===== src/rtl/seq_divider_pkg.sv =====
// Shared definitions for the sequential restoring divider: FSM encoding and
// the default operand width.
package seq_divider_pkg;

  localparam int DEFAULT_WIDTH = 32;

  typedef enum logic [1:0] {
    S_IDLE = 2'd0,
    S_CALC = 2'd1,
    S_FIX  = 2'd2
  } state_t;

endpackage


===== src/rtl/seq_divider_subtractor.sv =====
// WIDTH-bit subtractor a-b computed as a + ~b + 1; borrow is the inverted
// carry out of the adder.
module seq_divider_subtractor #(
  parameter int WIDTH = 32
) (
  input  logic [WIDTH-1:0] a,
  input  logic [WIDTH-1:0] b,
  output logic [WIDTH-1:0] diff,
  output logic             borrow
);

  logic [WIDTH:0] sum;

  assign sum    = {1'b0, a} + {1'b0, ~b} + (WIDTH+1)'(1);
  assign diff   = sum[WIDTH-1:0];
  assign borrow = ~sum[WIDTH];

endmodule


===== src/rtl/seq_divider.sv =====
// Multi-cycle restoring divider, one quotient bit per clock, with signed
// operands handled by dividing magnitudes and fixing signs at the end.
module seq_divider
  import seq_divider_pkg::*;
#(
  parameter int WIDTH = DEFAULT_WIDTH,
  parameter int CNT_W = $clog2(WIDTH) + 1
) (
  input  logic             clk,
  input  logic             reset,
  input  logic             start,
  input  logic             signed_op,
  input  logic [WIDTH-1:0] dividend,
  input  logic [WIDTH-1:0] divisor,
  output logic             busy,
  output logic             done,
  output logic [WIDTH-1:0] quotient,
  output logic [WIDTH-1:0] remainder,
  output logic             div_by_zero
);

  state_t           state;
  logic [WIDTH-1:0] p;
  logic [WIDTH-1:0] q;
  logic [WIDTH-1:0] d;
  logic [CNT_W-1:0] counter;
  logic             qneg;
  logic             rneg;
  logic             zero_flag;

  logic             sa;
  logic             sb;
  logic [WIDTH-1:0] dividend_mag;
  logic [WIDTH-1:0] divisor_mag;
  logic [WIDTH-1:0] p_shift;
  logic [WIDTH-1:0] diff;
  logic             borrow;
  logic             take;
  logic [WIDTH-1:0] q_neg;
  logic [WIDTH-1:0] p_neg;

  assign sa           = signed_op & dividend[WIDTH-1];
  assign sb           = signed_op & divisor[WIDTH-1];
  assign dividend_mag = sa ? (~dividend + WIDTH'(1)) : dividend;
  assign divisor_mag  = sb ? (~divisor + WIDTH'(1)) : divisor;
  assign q_neg        = ~q + WIDTH'(1);
  assign p_neg        = ~p + WIDTH'(1);

  assign p_shift = {p[WIDTH-2:0], q[WIDTH-1]};

  seq_divider_subtractor #(.WIDTH(WIDTH)) u_sub (
    .a      (p_shift),
    .b      (d),
    .diff   (diff),
    .borrow (borrow)
  );

  // A set top bit of P means the shifted value exceeds WIDTH bits and is
  // therefore larger than any divisor, so the subtraction must be taken.
  assign take = ~borrow | p[WIDTH-1];

  always_ff @(posedge clk or posedge reset) begin
    if (reset) begin
      state       <= S_IDLE;
      busy        <= 1'b0;
      done        <= 1'b0;
      div_by_zero <= 1'b0;
      quotient    <= '0;
      remainder   <= '0;
      counter     <= '0;
      p           <= '0;
      q           <= '0;
      d           <= '0;
      qneg        <= 1'b0;
      rneg        <= 1'b0;
      zero_flag   <= 1'b0;
    end else begin
      done <= 1'b0;
      case (state)
        S_IDLE: begin
          if (start && !done) begin
            div_by_zero <= 1'b0;
            if (divisor == '0) begin
              q         <= dividend;
              zero_flag <= 1'b1;
              state     <= S_FIX;
            end else begin
              zero_flag <= 1'b0;
              p         <= '0;
              q         <= dividend_mag;
              d         <= divisor_mag;
              qneg      <= sa ^ sb;
              rneg      <= sa;
              counter   <= CNT_W'(WIDTH);
              busy      <= 1'b1;
              state     <= S_CALC;
            end
          end
        end
        S_CALC: begin
          q       <= {q[WIDTH-2:0], take};
          p       <= take ? diff : p_shift;
          counter <= counter - CNT_W'(1);
          if (counter == CNT_W'(1)) begin
            busy  <= 1'b0;
            state <= S_FIX;
          end
        end
        S_FIX: begin
          done  <= 1'b1;
          state <= S_IDLE;
          if (zero_flag) begin
            quotient    <= '1;
            remainder   <= q;
            div_by_zero <= 1'b1;
          end else begin
            quotient  <= qneg ? q_neg : q;
            remainder <= rneg ? p_neg : p;
          end
        end
        default: state <= S_IDLE;
      endcase
    end
  end

endmodule


===== config.mk =====
export PLATFORM = sky130hd
export DESIGN_NAME = seq_divider
export DESIGN_NICKNAME = d
export VERILOG_FILES = /design/src/rtl/seq_divider_pkg.sv /design/src/rtl/seq_divider_subtractor.sv /design/src/rtl/seq_divider.sv
export SDC_FILE = /design/constraint.sdc
export NUM_CORES = 1
export LEC_CHECK = 0
export CAP_MARGIN = 30
export CORE_MARGIN = 1
export CORE_UTILIZATION = 57
export CTS_CLUSTER_DIAMETER = 200
export DETAILED_ROUTE_END_ITERATION = 8
export PLACE_DENSITY = 0.85
export SYNTH_ARGS = -nofsm -noshare
export SYNTH_HDL_FRONTEND = slang
export SYNTH_SLANG_ARGS = --single-unit

===== constraint.sdc =====
create_clock -name clk -period 6.5 [get_ports clk]
set_input_delay 1.3 -clock clk [delete_from_list [all_inputs] [get_ports clk]]
set_output_delay 1.3 -clock clk [all_outputs]
set_load 0.02 [all_outputs]

==> impl_metrics.json <==
{
  "syn_avg_cell_area_um2": 8.37,
  "row_count": 51,
  "portBuffers": 134,
  "met3_usage_pct": 4.23,
  "die_x_um": 143,
  "ys_top_cells_by_count": "o21ai_0, dfrtp_1, nand2_1",
  "clkCellAreaFrac_pct": 4.32,
  "syn_nets": 1466,
  "max_stage_delay_ns": 0.62,
  "logic_area_mm2": 0.00649,
  "ff_type": "dfrtp_1",
  "post_drt_wl_per_cell_um": 17.1,
  "drt-total-wl_um": 29500,
  "grt_use_met1_pct": 40.7,
  "fin_skew_ns": 0.0106,
  "p_seq_share_pct": 28.4,
  "cap_viol_max_count": 0,
  "status": "complete, no violations",
  "mux_share_pct": 1.58,
  "comb_power_mw": 4.37,
  "path_depth": 11,
  "fp.dieH_um": 143,
  "grtUsageMet2_pct": 49.8,
  "n_all_buffers": 150,
  "cpMaxStageDelayCell": "or2_2",
  "p_switching_mw": 3.52
}
### Logic cells by family

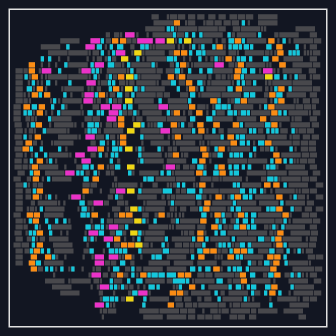
Key: XOR/XNOR gates = orange [cells 145, most used xor2_1, where spread over the die]; inverting AOI/OAI gates = cyan [cells 403, most used o21ai_0, where spread over the die]; adder and majority cells = magenta [cells 39, most used ha_1, where a column on the left]; multiplexers = yellow [cells 18, most used mux2i_1]

### Clock routing

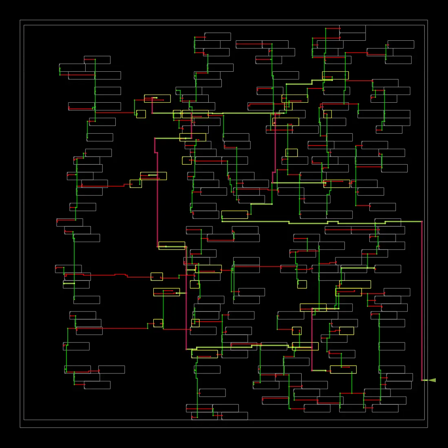
clk pwr: 1.03 mW
flop count: 174

### Placed cells, one colour a class

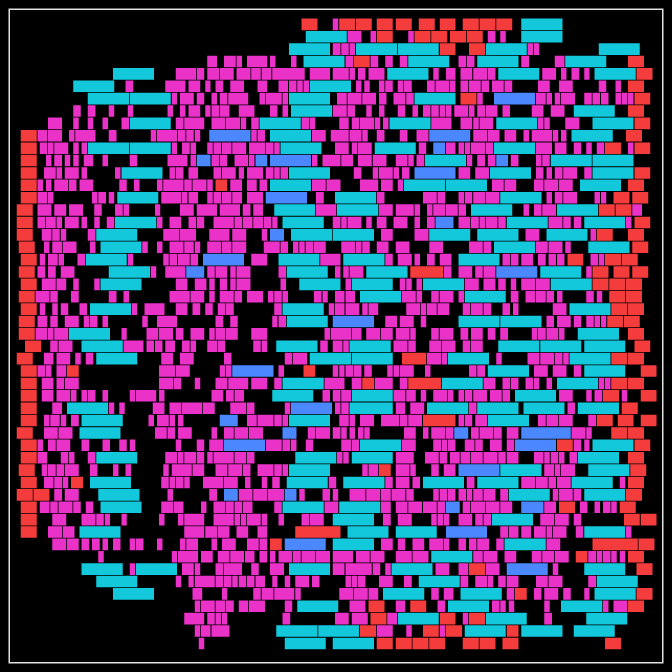
Key: flops = cyan [cells 174, share of their area 33%]; clock drivers and dummy loads = blue [cells 32, share of their area 4.4%]; other buffers and delay cells = red [cells 150, share of their area 12%]; all other logic = magenta [cells 1,106, share of their area 51%]

No activity file was given, so power comes from the tool's default toggle rates.
